run_1/final_congestion.png
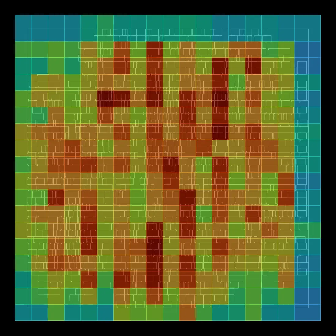
run_1/registers.png
Bar = 50 um.
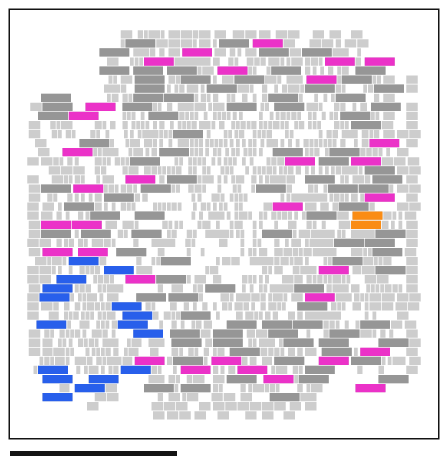
run_1/cell_classes.png
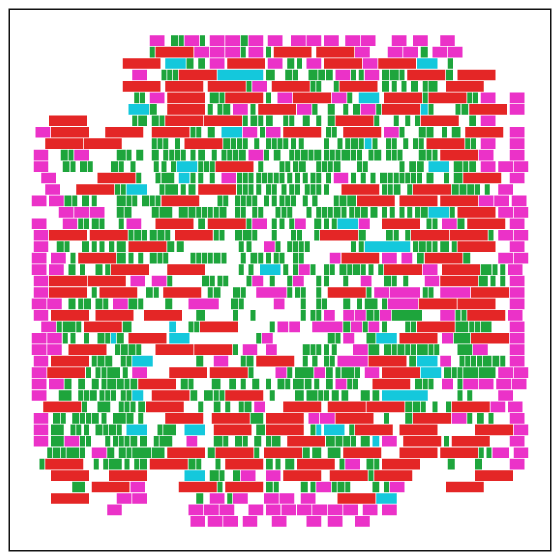
`src/rtl/pc_pkg.sv`:
```
// Shared types for the program-counter controller: FSM states and the
// next-PC source encoding driven by the decode stage.
package pc_pkg;

  typedef enum logic [1:0] {
    ST_RUN  = 2'b00,
    ST_TRAP = 2'b01,
    ST_HALT = 2'b10
  } state_e;

  typedef enum logic [1:0] {
    SRC_SEQ    = 2'b00,
    SRC_TARGET = 2'b01,
    SRC_RETURN = 2'b10,
    SRC_JALR   = 2'b11
  } pc_src_e;

endpackage

```
`src/rtl/pc_ctrl.sv`:
```
// Program-counter controller: sequential/branch/return/jalr updates, a one-cycle
// trap on misaligned targets, and a halt/resume handshake. All outputs registered.
module pc_ctrl
  import pc_pkg::*;
#(
  parameter int              XLEN         = 32,
  parameter logic [XLEN-1:0] RESET_VECTOR = '0,
  parameter logic [XLEN-1:0] TRAP_VECTOR  = 32'h0000_0100,
  parameter int              CNT_W        = 16
) (
  input  logic             i_clk,
  input  logic             i_arst_n,
  input  logic             i_pcWrite,
  input  logic [1:0]       i_pcSrc,
  input  logic [XLEN-1:0]  i_target,
  input  logic             i_halt,
  input  logic             i_resume,
  output logic [XLEN-1:0]  o_pc,
  output logic [XLEN-1:0]  o_oldPc,
  output logic [XLEN-1:0]  o_epc,
  output logic [XLEN-1:0]  o_badAddr,
  output logic             o_misaligned,
  output logic             o_halted,
  output logic [CNT_W-1:0] o_updCnt
);

  // Both vectors are loaded straight into the PC, so they must be word aligned.
  if (RESET_VECTOR[1:0] != 2'b00) begin : g_bad_reset_vector
    $error("pc_ctrl: RESET_VECTOR must be 4-byte aligned");
  end
  if (TRAP_VECTOR[1:0] != 2'b00) begin : g_bad_trap_vector
    $error("pc_ctrl: TRAP_VECTOR must be 4-byte aligned");
  end

  state_e            state, state_nxt;
  logic [XLEN-1:0]   cand;
  logic [XLEN-1:0]   pc_nxt, old_nxt, epc_nxt, bad_nxt;
  logic [CNT_W-1:0]  cnt_nxt;

  always_comb begin
    // NOTE: every always_comb output gets a default before the case so no path leaves it unassigned and infers a latch.
    cand = o_pc + XLEN'(4);
    case (pc_src_e'(i_pcSrc))
      SRC_SEQ:    cand = o_pc + XLEN'(4);
      SRC_TARGET: cand = i_target;
      SRC_RETURN: cand = o_epc;
      SRC_JALR:   cand = {i_target[XLEN-1:1], 1'b0};
      default:    cand = o_pc + XLEN'(4);
    endcase
  end

  always_comb begin
    state_nxt = state;
    pc_nxt    = o_pc;
    old_nxt   = o_oldPc;
    epc_nxt   = o_epc;
    bad_nxt   = o_badAddr;
    cnt_nxt   = o_updCnt;
    case (state)
      ST_RUN: begin
        // Halt wins over a pending update; the update is simply dropped.
        if (i_halt) begin
          state_nxt = ST_HALT;
        end else if (i_pcWrite) begin
          old_nxt = o_pc;
          if (cand[1:0] == 2'b00) begin
            pc_nxt  = cand;
            cnt_nxt = o_updCnt + CNT_W'(1);
          end else begin
            pc_nxt    = TRAP_VECTOR;
            epc_nxt   = o_pc;
            bad_nxt   = cand;
            state_nxt = ST_TRAP;
          end
        end
      end
      ST_TRAP: state_nxt = ST_RUN;
      ST_HALT: begin
        if (i_resume && !i_halt) state_nxt = ST_RUN;
      end
      default: state_nxt = ST_RUN;
    endcase
  end

  // Status flags are registered from the next state so they line up with it.
  always_ff @(posedge i_clk or negedge i_arst_n) begin
    if (!i_arst_n) begin
      state        <= ST_RUN;
      o_pc         <= RESET_VECTOR;
      o_oldPc      <= RESET_VECTOR;
      o_epc        <= '0;
      o_badAddr    <= '0;
      o_updCnt     <= '0;
      o_misaligned <= 1'b0;
      o_halted     <= 1'b0;
    end else begin
      // NOTE: sequential state uses non-blocking assignments so every flop samples pre-edge values.
      state        <= state_nxt;
      o_pc         <= pc_nxt;
      o_oldPc      <= old_nxt;
      o_epc        <= epc_nxt;
      o_badAddr    <= bad_nxt;
      o_updCnt     <= cnt_nxt;
      o_misaligned <= (state_nxt == ST_TRAP);
      o_halted     <= (state_nxt == ST_HALT);
    end
  end

endmodule
```
`config.mk`:
```
export PLATFORM = sky130hd
export DESIGN_NAME = pc_ctrl
export DESIGN_NICKNAME = d
export VERILOG_FILES = /design/src/rtl/pc_pkg.sv /design/src/rtl/pc_ctrl.sv
export SDC_FILE = /design/constraint.sdc
export NUM_CORES = 1
export LEC_CHECK = 0
export ABC_AREA = 1
export CAP_MARGIN = 15
export CORE_MARGIN = 5
export CORE_UTILIZATION = 51
export CTS_BUF_LIST = sky130_fd_sc_hd__clkbuf_8
export CTS_CLUSTER_SIZE = 24
export DETAILED_ROUTE_END_ITERATION = 8
export GPL_ROUTABILITY_DRIVEN = 0
export PLACE_DENSITY = 0.87
export SLEW_MARGIN = 20
export SYNTH_ARGS = -nofsm -noshare
export SYNTH_HDL_FRONTEND = slang
export SYNTH_SLANG_ARGS = --single-unit
```
`constraint.sdc`:
```
create_clock -name i_clk -period 2.2 [get_ports i_clk]
set_clock_uncertainty 0.2 [all_clocks]
set_input_delay 0.22 -clock i_clk [delete_from_list [all_inputs] [get_ports i_clk]]
set_output_delay 0.22 -clock i_clk [all_outputs]
set_load 0.005 [all_outputs]
```
==> out/results.tsv, run 1 <==
stage	metric	value	unit
floorplan	fp-utilization	0.516	
cells_and_area	fillers	1061	
floorplan	fp.dieH	128	um
cts	root_buffer	clkbuf_8	
min_path	hp-class	input port to async pin	
floorplan	fp.coreArea	0.0138	mm2
synthesis	ys.flops	148	
setup_path	endpoint_kind	register	
synthesis	syn_area	0.00714	mm2
power_and_ir_drop	p_leak	4.49	nW
floorplan	rows	43	
global_route	antenna_found_initial	0	
setup_path	worstPathArrival	2.20	ns
global_route	grt_pass1_wl	35800	um
routing	first_pass_iters	7	
routing	drc_errors	0	
routing	routed_wirelength	21800	um
flow_run	drv_cap	0	
synthesis	yosys_warnings	0	
cts	cts_setup_buffers	0	
global_route	grt_pass1_vias	7000	
floorplan	chipArea	0.0165	mm2
cells_and_area	fin_nets	1155	
global_route	grt-ovfl-total	0	
global_route	grt_max_degree	66	
cells_and_area	lay_top_count	nand2_1	
placed_design	hpwl	15900	um
run_status	status	finished, final reports clean	
synthesis	ys_seq_share	0.519	
timing	finalMaxSlewViolations	0	
cells_and_area	insertedDiodeCount	0	
timing	hold_viol	0	
synthesis	avgSynthCellArea	7.86	um2
power_and_ir_drop	peakVddDrop	0.730	mV
synthesis	netlist_instances	909	
routing	via_per_inst	5.29	
timing	holdWs	0.0795	ns
cts	cts_buffers	17	
timing	setup_viol	0	
synthesis	top_cells_by_area	dfrtp_1 (52%), nand2_1 (17%), inv_1 (4.7%)	
power_and_ir_drop	powerDensity	1100	mW/mm2
timing	finalSetupTns	0	ns
cts	clockBufferDepth	2	
cells_and_area	drive_gt1_frac	0.0701	
timing	slew_headroom	0.668	
routing	wire_per_inst	16.7	um
synthesis	yosysUniqueCellTypes	34	
setup_path	crit_fanout	4	
synthesis	synth.top_cell.area_share	0.519	
cells_and_area	syn_to_final_growth	37.1	%
cts	hold_buffers	1	
cts	htree_levels	4	
cts	cts_tree	built	
timing	max_freq	485	MHz
timing	period_needed	2.06	ns
synthesis	ys_area	0.00714	mm2
timing	finalClockPeriodUsage	0.938	
cts	clock.latency.late_pin	0.46	ns
setup_path	startpoint_type	register	
routing	antenna_left	0	
flow_run	warning_count	26	
setup_path	critical_path_required	2.34	ns
synthesis	yosys-stat-cells	909	
cts	post_cts_resized	0	
setup_path	critPathKind	register to register	
floorplan	io_pins	185	
floorplan	dieWidth	128	um
timing	tightest_slew	0.498	ns
routing	first_iter_violations	583	
cts	cts.sinks	148	
placed_design	portBuffers	184	
timing	rsz0062_at_grt	no	
cells_and_area	final_cell_mix	nand2_1 (314), clkdlybuf4s50_1 (183), dfrtp_1 (148)	
synthesis	fp_nets	950	
cts	clk_pin_slew_worst_paths	0.08	ns
power_and_ir_drop	power.total	10.7	mW
routing	vias	6915	
synthesis	synth.largest_area_cell	dfrtp_1	
## Picture notes: final_congestion.png
Total Routing Usage GR: 0.276
Top Usage Layer GRT: met2
GR Util met2: 0.435

## Picture notes: registers.png
| signal | color | placed flops |
|---|---|---|
| `state` | orange | 2 |
| `o_updCnt` | blue | 16 |
| `o_epc` | magenta | 32 |

## Picture notes: cell_classes.png
| class | color | cells | share of their area |
|---|---|---|---|
| other buffers and delay cells | magenta | 222 | 23% |
| all other logic | green | 725 | 34% |
| clock drivers and dummy loads | cyan | 32 | 4.4% |
| flip-flops | red | 148 | 39% |

-- run 1: metal layers --
metal	up-vias	global-route usage	part of all wire
li1	3331	-	-
met1	3270	0.367	0.43
met5	-	0	0
met3	29	0.0763	0.086
met2	285	0.435	0.47
met4	0	0.103	0.018
-- run 1: worst max-delay path, stage by stage, from the launching register on --
cell and delay [ns]:
dfrtp_1 0.45, buf_4 0.16, nand3_1 0.16, nor2_1 0.37
buf_4 0.18, o21ai_0 0.07, o21bai_1 0.24, o22ai_1 0.11
-- run 1: synth_stat cells, drive strengths merged --
library cell and instances:
a211oi 2, a21oi 4, a22o 1, a22oi 1, a31oi 2, buf 27
clkbuf 9, clkinv 3, dfrtp 148, ha 2, inv 91, nand2 316
nand3 64, nand4 2, nor2 78, nor3 4, o211ai 1, o21ai 102
o21bai 2, o221ai 4, o22ai 30, xnor2 3, xor2 13
-- run 1: power by group --
group / internal, mW / total (mW) / leakage, nW / switching, mW
logic: 2.30 / 3.98 / 2.37 / 1.68
registers: 3.65 / 4.51 / 1.91 / 0.863
clock network: 1.23 / 2.24 / 0.220 / 1.01
-- run 1: registers in the layout, indices dropped and copies added, names as in the netlist --
register,flops
o_halted,1
o_badAddr,32
o_oldPc,32
state,2
o_pc,32
o_misaligned,1
o_updCnt,16
o_epc,32
-- run 1: cell type report --
cell class	instances	area [um2]	share of cell area
Sequential cell	148	3700	0.378
Multi-Input combinational cell	631	2870	0.293
Timing Repair Buffer	222	2220	0.227
Inverter	94	354	0.0362
Clock buffer	21	289	0.0295
Tap cell	180	225	0.0230
Clock inverter	11	133	0.0135
-- run 1: kinds of logic (layout without fill, tap and decap cells) --
logic type	after synthesis	after routing	synth area share
AND/OR/NAND/NOR	464	464	0.263
AND-OR/OR-AND	149	149	0.115
flip-flops	148	148	0.519
buffers and inverters	130	348	0.0808
XOR/XNOR	16	16	0.0196
adder cells (fa/ha/maj)	2	2	0.00350
-- run 1: path summary, 6_finish.rpt --
path	from	to	slack (ns)	cells past startpoint
min in group i_clk	i_resume	o_halted	0.17	2
min	i_arst_n	o_epc[8]	0.08	2
min reg2reg	state[0]	o_halted	0.28	1
max	o_pc[3]	o_pc[9]	0.14	7
max reg2reg	o_pc[3]	o_pc[9]	0.14	7
max in group asynchronous	i_arst_n	o_oldPc[25]	1.09	3
-- run 1: through the flow --
stage	worst slack, ns	cell area (um2)	instances	util
detailed placement	0.0246	9360	1274	0.677
CTS	0.187	9790	1307	0.708
global placement	0.0625	9360	1274	0.677
finish	0.136	9790	1307	0.708
floorplan	0.461	7140	909	-
global route	0.0487	9790	1307	0.708
--- run 2 (diff from run 1) ---
Settings changed: CTS_CLUSTER_SIZE 24 to 28.
run_2/final_congestion.png
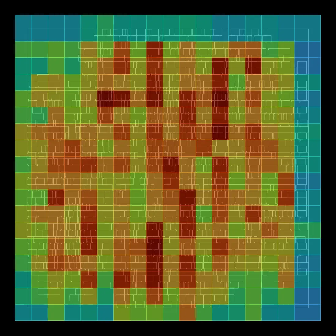
Routed WL per cell: 16.7 um
Global Route met3 Usage: 0.0763
Util after Layout: 0.708

run_2/wire_density.png
Bar = 50 um. 26 x 26 tiles, from dark blue (low) to red (high), scaled to the fullest tile. Values are wire area over tile area, all layers added.
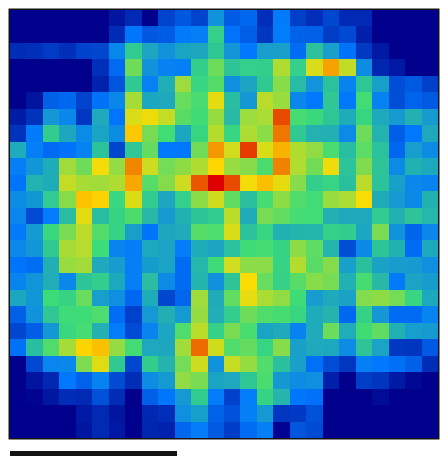
nearly empty tiles: 11%
mean over tiles: 0.22
densest ninth of the die: center

==> run 2 against run 1 <==
Sequential share of layout area stayed put. Register-to-register slack hardly changed. Clock-buffer cell count stayed put. Routed wire length stayed put. Largest power group unchanged. Cell area stayed put.
==> out/results.tsv, run 2 <==
stage	metric	value	unit
setup_path	startpoint_type	register	
cells_and_area	drive_gt1_frac	0.0701	
synthesis	ys.flops	148	
synthesis	async_flop_share	1.00	
floorplan	fp.coreArea	0.0138	mm2
timing	rsz0062_at_grt	no	
cts	clockBufferDepth	2	
setup_path	worstPathArrival	2.20	ns
routing	first_pass_iters	7	
cts	htree_levels	4	
routing	routed-wl-met3	1860	um
setup_path	rr_startpoint	o_pc[3]	
global_route	grt_max_degree	66	
floorplan	fp.dieH	128	um
routing	routed_wirelength	21800	um
setup_path	crit_slowest_cell	dfrtp_1	
setup_path	slowest_delay	0.45	ns
timing	finalSetupTns	0	ns
placed_design	portBuffers	184	
timing	finalClockPeriodUsage	0.938	
timing	finalMaxSlewViolations	0	
cts	cts_tree	built	
routing	m1WireLength	9270	um
synthesis	netlist_instances	909	
synthesis	edf_count	0	
power_and_ir_drop	p_leak	4.49	nW
cts	cts_buffers	17	
routing	wl_met2	10300	um
synthesis	yosys-stat-cells	909	
run_status	status	finished, final reports clean	
cells_and_area	insertedDiodeCount	0	
synthesis	ys_area	0.00714	mm2
setup_path	r2r-end	o_pc[9]	
power_and_ir_drop	powerDensity	1100	mW/mm2
setup_path	cpMostUsedCell	buf_4	
timing	tightest_slew	0.498	ns
run_2/metal_stack.png
Bar = 50 um.
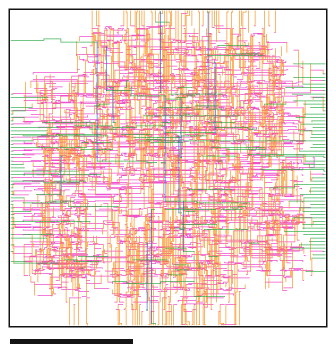
| layer | color | wire length |
|---|---|---|
| met4 | blue | 388 um |
| met2 | orange | 10,300 um |
| met1 | magenta | 9,270 um |
| met3 | green | 1,860 um |

-- run 2: worst min path at each step --
stage	startpoint	endpoint	slack [ns]	depth (start not counted)
6_report	i_arst_n	o_epc[8]	0.08	2
5_1_grt	i_arst_n	o_oldPc[0]	0.1	2
4_1_cts	i_arst_n	o_oldPc[1]	0.07	2
3_5_place_dp	i_arst_n	o_oldPc[0]	0.004	1
3_3_place_gp	i_arst_n	o_oldPc[0]	0.003	1
2_1_floorplan	i_arst_n	o_badAddr[0]	-0.28	0
-- run 2: cells by family (layout without fill, tap and decap cells) --
kind of cell / after synthesis / in the layout / synth area share
simple gates: 464 / 464 / 0.263
compound gates: 149 / 149 / 0.115
flops: 148 / 148 / 0.519
buf+inv: 130 / 348 / 0.0808
xor+xnor: 16 / 16 / 0.0196
fa+ha+maj: 2 / 2 / 0.00350
-- run 2: metal layers --
layer	vias to the layer above	GRT usage
met1	3270	0.367
met2	285	0.435
li1	3331	-
met5	-	0
met4	0	0.103
met3	29	0.0763
-- run 2: timing repair --
action                    CTS  global route
gates resized               0             0
hold buffers                1             0
hold endpoints to repair  148             0
-- run 2: report_power, final --
group / leakage (nW) / total, mW / switching (mW) / internal (mW)
combinational: 2.37 / 3.98 / 1.68 / 2.30
sequential: 1.91 / 4.51 / 0.863 / 3.65
clock: 0.220 / 2.24 / 1.01 / 1.23
total: 4.49 / 10.7 / 3.56 / 7.18
-- run 2: final cells by class --
cell class              count  area, um2
repair buffers            222       2220
flip-flops and latches    148       3700
well taps                 180        225
fillers                  1061       4040
inverters                  94        354
clock inverters            11        133
clock buffers              21        289
multi-input cells         631       2870
-- run 2: worst max-delay path: cells and delay by family (launching register included) --
family | cells | cell delay (ns)
AND-OR/OR-AND | 3 | 0.42
buffers and inverters | 2 | 0.34
flip-flops | 1 | 0.45
AND/OR/NAND/NOR | 2 | 0.53
-- run 2: metrics by stage --
| step | hold slack [ns] | power [mW] | std cells | setup slack (ns) | area (um2) |
|---|---|---|---|---|---|
| 2_1_floorplan | -0.276 | 5.83 | 909 | 0.461 | 7140 |
| 3_3_place_gp | 0.00338 | 8.40 | 1274 | 0.0625 | 9360 |
| 3_5_place_dp | 0.00364 | 8.51 | 1274 | 0.0246 | 9360 |
| 4_1_cts | 0.0654 | 10.8 | 1307 | 0.187 | 9790 |
| 5_1_grt | 0.0974 | 11.4 | 1307 | 0.0487 | 9790 |
| 6_report | 0.0795 | 10.7 | 1307 | 0.136 | 9790 |
No activity file was given, so power comes from the tool's default toggle rates.
